[src/rtl/pipe_alu.sv]
// pipe_alu: execute-stage integer ALU with registered result and flags, 1-cycle latency.
// Optional MUL/MULHU (codes 1100/1101) enabled by defining ALU_MUL_EN.
module pipe_alu #(
  parameter int WIDTH = 32
) (
  input  logic             clk,
  input  logic             rst,
  input  logic             in_valid,
  input  logic [3:0]       aluctrl,
  input  logic [WIDTH-1:0] in1,
  input  logic [WIDTH-1:0] in2,
  output logic [WIDTH-1:0] result,
  output logic             zero,
  output logic             neg,
  output logic             ovf,
  output logic             out_valid
);
  localparam int SHW = $clog2(WIDTH);
  logic [SHW-1:0]   shamt;
  logic [WIDTH-1:0] sum, diff, res;
  logic             ov;
`ifdef ALU_MUL_EN
  logic [2*WIDTH-1:0] prod;
  assign prod = {{WIDTH{1'b0}}, in1} * {{WIDTH{1'b0}}, in2};
`endif
  assign shamt = in2[SHW-1:0];
  assign sum   = in1 + in2;
  assign diff  = in1 - in2;
  always_comb begin
    res = '0;
    ov  = 1'b0;
    case (aluctrl)
      4'b0000: res = in1 & in2;
      4'b0001: res = in1 | in2;
      4'b0010: begin
        res = sum;
        ov  = (in1[WIDTH-1] == in2[WIDTH-1]) && (sum[WIDTH-1] != in1[WIDTH-1]);
      end
      4'b0011: res = in1 ^ in2;
      4'b0100: res = in1 << shamt;
      4'b0101: res = in1 >> shamt;
      4'b0110: begin
        res = diff;
        ov  = (in1[WIDTH-1] != in2[WIDTH-1]) && (diff[WIDTH-1] != in1[WIDTH-1]);
      end
      4'b0111: res = {{(WIDTH-1){1'b0}}, $signed(in1) < $signed(in2)};
      4'b1000: res = {{(WIDTH-1){1'b0}}, in1 < in2};
      4'b1001: res = $unsigned($signed(in1) >>> shamt);
      4'b1010: res = ~(in1 | in2);
      4'b1011: res = in2;
`ifdef ALU_MUL_EN
      4'b1100: res = prod[WIDTH-1:0];
      4'b1101: res = prod[2*WIDTH-1:WIDTH];
`endif
      default: res = '0;
    endcase
  end
  // Idle cycles leave result/flags untouched so downstream logic does not toggle.
  always_ff @(posedge clk or posedge rst) begin
    if (rst) begin
      result    <= '0;
      zero      <= 1'b1;
      neg       <= 1'b0;
      ovf       <= 1'b0;
      out_valid <= 1'b0;
    end else begin
      out_valid <= in_valid;
      if (in_valid) begin
        result <= res;
        zero   <= (res == '0);
        neg    <= res[WIDTH-1];
        ovf    <= ov;
      end
    end
  end
endmodule

[config.mk]
export PLATFORM = sky130hd
export DESIGN_NAME = pipe_alu
export DESIGN_NICKNAME = d
export VERILOG_FILES = /design/src/rtl/pipe_alu.sv
export SDC_FILE = /design/constraint.sdc
export NUM_CORES = 1
export LEC_CHECK = 0
export CAP_MARGIN = 20
export CELL_PAD_IN_SITES_DETAIL_PLACEMENT = 0
export CELL_PAD_IN_SITES_GLOBAL_PLACEMENT = 1
export CORE_ASPECT_RATIO = 0.75
export CORE_MARGIN = 2
export CORE_UTILIZATION = 34
export CTS_BUF_LIST = sky130_fd_sc_hd__clkbuf_8
export CTS_CLUSTER_SIZE = 28
export DETAILED_ROUTE_END_ITERATION = 6
export GPL_TIMING_DRIVEN = 0
export PLACE_DENSITY_LB_ADDON = 0.1
export SLEW_MARGIN = 30
export SYNTH_ARGS = -nofsm -noshare
export SYNTH_HDL_FRONTEND = slang
export SYNTH_SLANG_ARGS = --single-unit
[constraint.sdc]
create_clock -name clk -period 1.35 [get_ports clk]
set_clock_uncertainty 0.1 [all_clocks]
set_input_delay 0.135 -clock clk [delete_from_list [all_inputs] [get_ports clk]]
set_output_delay 0.135 -clock clk [all_outputs]
set_load 0.01 [all_outputs]
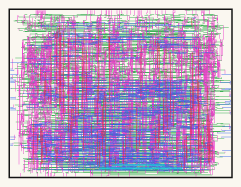
Fig. 1. Wiring by layer.
Drawn at 1 px/um.
layer	colour	wire length
metal 3	blue	12700 um
metal 1	green	34.3 mm
metal 2	magenta	30.7 mm
metal 4	red	3050 um
metal 5	cyan	131 um

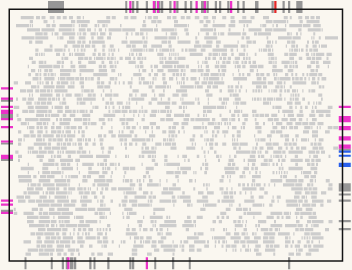
Fig. 2. Pin map.
Drawn at 1.5 px/um. Pins as bars across the die edge, other pins in grey.
port	colour	pins	direction	edge
`aluctrl`	blue	4	input	east
`zero`	red	1	output	north
`in2`	magenta	32	input	13 west, 10 east, 7 north, 2 south

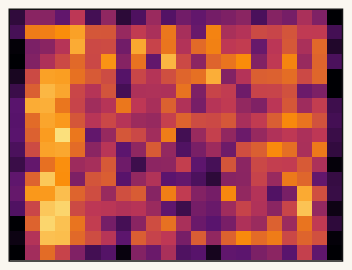
Fig. 3. Cell density map.
Drawn at 1.5 px/um. The die is cut into 22 by 17 equal tiles; black is low, pale yellow is high, 0 to 100% covered.
mean over tiles	47%
fullest tile	93%
emptiest ninth of the die	south
nearly empty tiles	2.7%

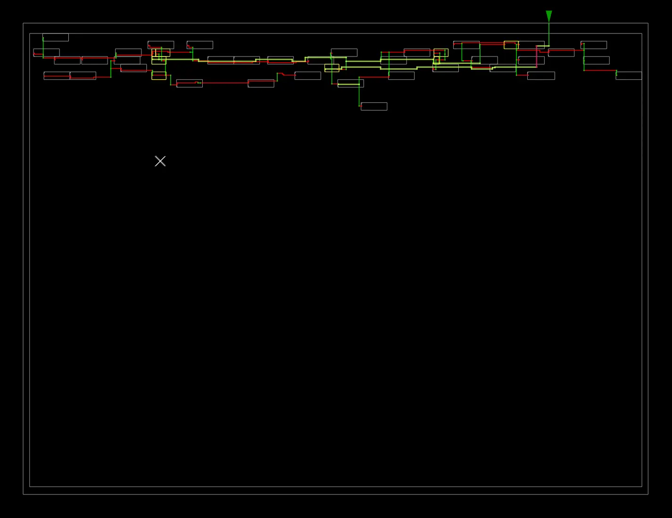
Fig. 4. The clock network.
number of clock buffers in the layout: 6
flip-flops: 35
worst-skew pair later-pin latency: 310 ps
Clock group: 0.864 mW
Num Clock Sinks: 35

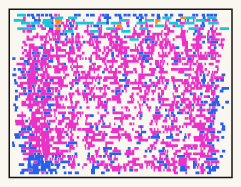
Fig. 5. Cell classes on the final placement.
Drawn at 1 px/um.
class	colour	cells
sequential cells	cyan	35
clock drivers and dummy loads	orange	8
remaining buffers and delay cells	blue	385
combinational and other logic	magenta	1460

==> metrics.csv <==
metric,value,unit
Yosys Chip Area,12030,um^2
failing checks,"design-rule violations, negative setup slack",
status,"complete, but fails checks",
met2 usage,0.5568,
layout cells sized above 1,0.3792,
1st-pass router iterations,7,
initial core utilization,0.3459,
async set-reset flop share out of synthesis,1.000,
nets,2060,
DRC Markers,3,
FF+latch area,877.1,um^2
Power Total,10.24,mW
Final Setup Violations,34,
share of the synthesized area in the top cell type,0.1040,
Leakage,7.153,nW
Net Sw Power,5.360,mW
row count,59,
combinational power share,0.789,
placed cell count,2203,
Slew @ Worst Pin,1092,ps
CP startpoint kind,primary input,
Routed WL,80970,um
die area,36910,um^2
sequential area share after synthesis,0.07294,
ANT nets after route,0,
fin crit share,2.881,
DRT iter0 DRCs,2756,
most common logic cell in the routed design,nor2_1,
Max-slew headroom,0.2674,
Clock Tree Buf Depth,2,
placed inst area,14010,um^2
final setup margin,-2539,ps
Fin. Hold Viols,0,
CTS Hold Bufs,0,
clock share of power,0.084,
CP max FO,4,
Sw Share,0.5237,
## state kept, by name (all words and copies together) (netlist names)
name,flops
ovf,1
out_valid,1
result,32
zero,1
## worst paths after layout
path	from	end	slack, ps	cells after the start
max reg2reg	result[15]	result[15]	470	1
min in group clk	in_valid	out_valid	210	1
max in group asynchronous	rst	result[26]	460	2
max	in2[2]	zero	-2540	20
min	rst	result[6]	180	2
min reg2reg	result[1]	result[1]	380	1
## cells in the mapped netlist, types with 9 or more instances
library cell    n
a22oi_1        11
nand3_1        38
o21bai_1       14
nor3_1         52
nand2b_1       12
inv_1          98
o31ai_1        13
buf_2          41
a2111oi_0      13
nand2_1       140
o21ai_0        74
clkbuf_1       81
a21o_1         15
mux4_2         52
mux2i_1        59
a211oi_1       28
or2_2          12
nor4_1         15
nand4_1        14
o221ai_1       13
a221oi_1       22
a22o_1         10
nor2_1        190
o21a_1         12
nor2b_1        14
o22ai_1        11
xnor2_1         9
a211o_1        11
dfrtp_1        34
and2_1         14
mux2_2         47
o211ai_1       31
ha_1          100
and3_1         13
a21oi_1       137
a31oi_1        20
## cell families (layout without fill, tap and decap cells)
| kind of cell | count (synthesis) | after routing | share of synthesized area |
|---|---|---|---|
| XOR/XNOR | 9 | 9 | 0.006555 |
| AND/OR/NAND/NOR | 552 | 552 | 0.2178 |
| adder cells (fa/ha/maj) | 102 | 102 | 0.1074 |
| multiplexers | 162 | 162 | 0.1943 |
| other | 0 | 1 | 0 |
| flip-flops | 35 | 35 | 0.07294 |
| buffers and inverters | 247 | 494 | 0.09073 |
| AND-OR/OR-AND | 534 | 534 | 0.3104 |
## worst max-delay path: stages
cell	delay, ps
buf_8	80
buf_8	130
buf_12	130
inv_12	30
clkbuf_16	150
buf_12	150
ha_4	300
buf_6	110
buf_12	100
o21ai_4	60
o21bai_1	230
nand2_1	140
a311o_1	400
and3_1	190
o32a_4	250
a2111oi_4	350
nand4_1	230
nor4_4	380
nand4_1	210
o41ai_2	240
## timing repair
action | in CTS | in global routing
setup buffers | 117 | 34
cloned | 1 | 0
pin swaps | 104 | 101
setup endpoints to repair | 70 | 36
endpoints found under the hold margin | 0 | 0
resized | 698 | 131
## power by group through the flow
stage | registers (mW) | logic [mW] | clock network [mW]
after floorplan | 1.39 | 3.48 | 0
after global placement | 1.32 | 6.05 | 0
after detailed placement | 1.32 | 6.02 | 0
after CTS | 1.30 | 7.35 | 0.871
after global routing | 1.32 | 8.31 | 0.926
final | 1.30 | 8.07 | 0.864
## layer usage
metal,vias to the layer above,share of wire
li1,6680,-
met1,7929,0.42
met2,1365,0.38
met3,210,0.16
met4,4,0.038
met5,-,0.0016
## final cells by class
cell class | count | share of cell area
multi-input cells | 1359 | 0.6871
well taps | 457 | 0.03207
diodes | 1 | 0.0001403
plain buffers | 133 | 0.07101
inverters | 101 | 0.02498
clock inverters | 2 | 0.0004912
repair buffers | 252 | 0.1304
flip-flops and latches | 35 | 0.04919
clock buffers | 6 | 0.004631
No activity file was given, so power comes from the tool's default toggle rates.
